## config.mk

```make
export PLATFORM = sky130hd
export DESIGN_NAME = wwdg_refresh_ctrl
export DESIGN_NICKNAME = d
export VERILOG_FILES = /design/src/rtl/wwdg_refresh_ctrl.sv
export SDC_FILE = /design/constraint.sdc
export NUM_CORES = 1
export LEC_CHECK = 0
export CORE_AREA = 2 2 76 107
export DETAILED_ROUTE_END_ITERATION = 6
export DIE_AREA = 0 0 78 109
export SYNTH_ARGS = -nofsm -noshare
export SYNTH_HDL_FRONTEND = slang
export SYNTH_SLANG_ARGS = --single-unit
```

## constraint.sdc

```tcl
create_clock -name clk -period 3 [get_ports clk]
set_input_delay 0.9 -clock clk [delete_from_list [all_inputs] [get_ports clk]]
set_output_delay 0.9 -clock clk [all_outputs]
set_load 0.02 [all_outputs]
```

## src/rtl/wwdg_refresh_ctrl.sv

```systemverilog
// Wishbone master that configures, arms and services a window watchdog slave.
// Refreshes only inside the open window and only when a heartbeat was seen since the last refresh.
module wwdg_refresh_ctrl #(
    parameter logic [31:0]  BASE_ADR    = 32'h0110_0000,
    parameter int           DAT_W       = 10,
    parameter logic [DAT_W-1:0] CFG_VAL = 10'h2D0,
    parameter logic [6:0]   RELOAD      = 7'h7F,
    parameter int           POLL_CYCLES = 16,
    parameter int           ACK_TIMEOUT = 8
) (
    input  logic             clk,
    input  logic             rst,
    input  logic             enable,
    input  logic             heartbeat,
    output logic [31:0]      adr_m2s,
    output logic [DAT_W-1:0] dat_m2s,
    output logic             cyc_m2s,
    output logic             stb_m2s,
    output logic             we_m2s,
    input  logic [DAT_W-1:0] dat_s2m,
    input  logic             ack_s2m,
    output logic             armed,
    output logic [7:0]       refresh_cnt,
    output logic             missed,
    output logic             expired,
    output logic             bus_err
);

    localparam logic [2:0] IDLE   = 3'd0;
    localparam logic [2:0] CFG_WR = 3'd1;
    localparam logic [2:0] ARM_WR = 3'd2;
    localparam logic [2:0] WAIT   = 3'd3;
    localparam logic [2:0] CR_RD  = 3'd4;
    localparam logic [2:0] EVAL   = 3'd5;
    localparam logic [2:0] REF_WR = 3'd6;
    localparam logic [2:0] FAULT  = 3'd7;

    localparam int PW = $clog2(POLL_CYCLES + 1);
    localparam int TW = $clog2(ACK_TIMEOUT);
    localparam logic [PW-1:0] POLL_LAST = PW'(POLL_CYCLES - 1);
    localparam logic [TW-1:0] TMO_LAST  = TW'(ACK_TIMEOUT - 1);

    localparam logic [31:0]      CR_ADR   = BASE_ADR;
    localparam logic [31:0]      CFG_ADR  = BASE_ADR + 32'h4;
    localparam logic [DAT_W-1:0] CR_WDATA = {{(DAT_W-8){1'b0}}, 1'b1, RELOAD};
    localparam logic [6:0]       WIN      = CFG_VAL[6:0];

    logic [2:0]       state;
    logic [PW-1:0]    poll_cnt;
    logic [TW-1:0]    tmo_cnt;
    logic [7:0]       cr_q;
    logic             hb_pending;
    logic [31:0]      tgt_adr;
    logic [DAT_W-1:0] tgt_dat;
    logic             tgt_we;
    logic             unused_rd_hi;

    // The slave's CR is 8 bits wide; higher read bits carry nothing.
    assign unused_rd_hi = &{1'b0, dat_s2m[DAT_W-1:8]};
    assign stb_m2s      = cyc_m2s;

    always_comb begin
        tgt_adr = CR_ADR;
        tgt_dat = '0;
        tgt_we  = 1'b0;
        case (state)
            CFG_WR: begin
                tgt_adr = CFG_ADR;
                tgt_dat = CFG_VAL;
                tgt_we  = 1'b1;
            end
            ARM_WR, REF_WR: begin
                tgt_dat = CR_WDATA;
                tgt_we  = 1'b1;
            end
            default: ;
        endcase
    end

    always_ff @(posedge clk or negedge rst) begin
        if (!rst) begin
            state       <= IDLE;
            poll_cnt    <= '0;
            tmo_cnt     <= '0;
            cr_q        <= '0;
            hb_pending  <= 1'b0;
            adr_m2s     <= '0;
            dat_m2s     <= '0;
            cyc_m2s     <= 1'b0;
            we_m2s      <= 1'b0;
            armed       <= 1'b0;
            refresh_cnt <= '0;
            missed      <= 1'b0;
            expired     <= 1'b0;
            bus_err     <= 1'b0;
        end else begin
            if (state != WAIT) poll_cnt <= '0;

            case (state)
                IDLE: if (enable) state <= CFG_WR;

                WAIT: begin
                    if (!enable) begin
                        state <= IDLE;
                    end else if (poll_cnt == POLL_LAST) begin
                        state <= CR_RD;
                    end else begin
                        poll_cnt <= poll_cnt + 1'b1;
                    end
                end

                EVAL: begin
                    if (!cr_q[7]) begin
                        armed <= 1'b0;
                        state <= CFG_WR;
                    end else if (!cr_q[6]) begin
                        expired <= 1'b1;
                        state   <= WAIT;
                    end else if (cr_q[6:0] <= WIN) begin
                        if (hb_pending) begin
                            state <= REF_WR;
                        end else begin
                            missed <= 1'b1;
                            state  <= WAIT;
                        end
                    end else begin
                        state <= WAIT;
                    end
                end

                FAULT: if (!enable) state <= IDLE;

                default: begin
                    // Bus states: one idle cycle on entry, then hold the cycle until ack or timeout.
                    if (!cyc_m2s) begin
                        if (!enable) begin
                            state <= IDLE;
                        end else begin
                            cyc_m2s <= 1'b1;
                            adr_m2s <= tgt_adr;
                            dat_m2s <= tgt_dat;
                            we_m2s  <= tgt_we;
                            tmo_cnt <= '0;
                        end
                    end else if (ack_s2m) begin
                        cyc_m2s <= 1'b0;
                        adr_m2s <= '0;
                        dat_m2s <= '0;
                        we_m2s  <= 1'b0;
                        case (state)
                            CFG_WR: state <= ARM_WR;
                            ARM_WR: begin
                                armed      <= 1'b1;
                                hb_pending <= 1'b0;
                                state      <= WAIT;
                            end
                            CR_RD: begin
                                cr_q  <= dat_s2m[7:0];
                                state <= EVAL;
                            end
                            default: begin
                                refresh_cnt <= refresh_cnt + 8'd1;
                                hb_pending  <= 1'b0;
                                state       <= WAIT;
                            end
                        endcase
                    end else if (tmo_cnt == TMO_LAST) begin
                        cyc_m2s <= 1'b0;
                        adr_m2s <= '0;
                        dat_m2s <= '0;
                        we_m2s  <= 1'b0;
                        bus_err <= 1'b1;
                        state   <= FAULT;
                    end else begin
                        tmo_cnt <= tmo_cnt + 1'b1;
                    end
                end
            endcase

            // A heartbeat in the same cycle as a clear must survive.
            if (heartbeat) hb_pending <= 1'b1;
        end
    end

endmodule

```

==> results.cfg <==
; yosys + openroad results
[run_status]
status = finished clean

[finish]
comb_cells = 157
seq_area_share_pct = 36.2
n_clock_buffer = 6
buf_share_pct = 15.8

[setup_path]
setup.worst_path.start = ack_s2m
start_kind = input pin
critical_path_class = input pin to register
slowest_delay_ps = 480
cpLargestDelayFamily = buffers and inverters
ff2ff_setup_slack_ps = 850
critical_path.endpoint_type = register

[route]
drt-initial-drc-count = 74
avgViaCountPerCell = 4.65
first_pass_iters = 4
drc = 0
final_antenna_net_count = 0
wl_met3_um = 248

[timing]
finalClockPeriodUsage_pct = 80.9
rsz0062_at_grt = no
setup_viol = 0
setup_ws_ps = 574
worst_slew_pin_slew_ps = 864
max-slew-margin-rel_pct = 42.4

[yosys]
yosysWarnings = 0
top_cell_area_share_pct = 42.7
synth_area_um2 = 2230
aoi_share_pct = 13.7
ys_top_cells_by_count = buf_4, dfrtp_1, nand2_1
async_flop_share_pct = 100
yosysSeqAreaShare_pct = 42.7

[power]
clockPowerShare_pct = 15.8
p_comb_share_pct = 46.5

[global_route]
grt_pass1_wl_um = 6840

[die]
fp_util_pct = 29.3

[clock_network]
h-tree-depth = 2
clkSlewWorstSetupHoldPaths_ps = 80

[placement]
dp_slack_ps = 276

[flow_run]
warnings = 28
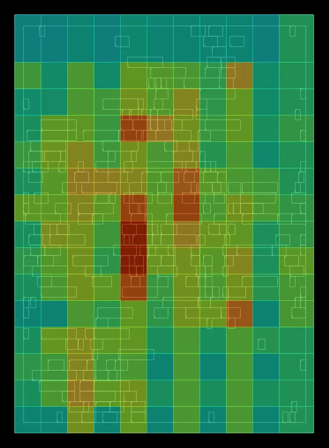
*Routing congestion map*
Tot GR Track Use: 10.3%
global routing usage on met2: 18.0%
final core utilization: 34.5%
GRT busiest layer: met2
GR Util met3: 2.98%

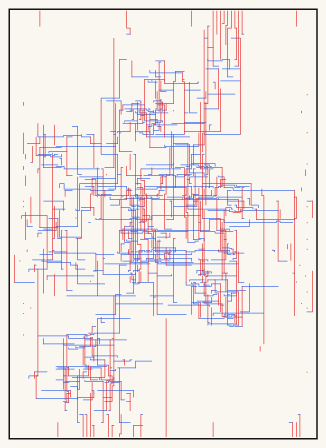
*Signal wires by layer*
Two of the layers only.
legend:
  red:
    layer: M2
    wire_length: 2,180 um
  blue:
    layer: M1
    wire_length: 1,740 um

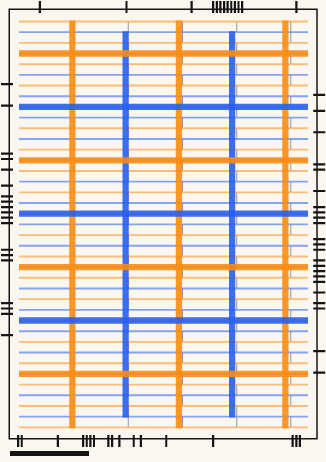
*Power grid*
The bar under the picture is 20 um long. Pins as bars on the die edge. Tap cells in gray.
legend:
  blue:
    net: VDD
  orange:
    net: VSS
tap cells: 100
met1 rails: 39
rows: 38

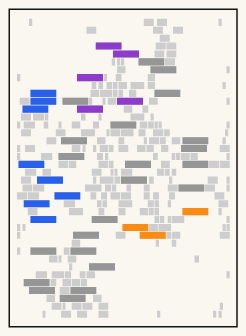
*Register map, names as in the netlist*
legend:
  orange:
    netlist_name: tmo_cnt
    sequential_cells: 3
  blue:
    netlist_name: cr_q
    sequential_cells: 8
    where: middle left
  purple:
    netlist_name: poll_cnt
    sequential_cells: 5
    where: top center
not colored: 22

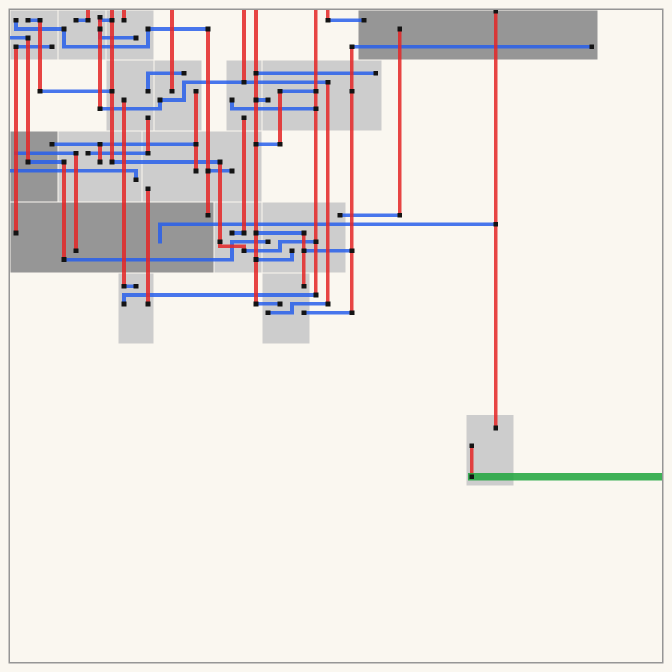
*Close-up of the layout*
Window x 46 to 71, y 15 to 40 um. Cells in gray, sequential cells in the stronger gray; small squares are vias.
legend:
  blue:
    layer: M1
  red:
    layer: M2
  green:
    layer: M3
most frequent: o21ai_0 (6), a22o_1 (3)
cells with their middle in the window: 16
sequential cells in the window: 2
netlist names of flops here include: tmo_cnt (2)

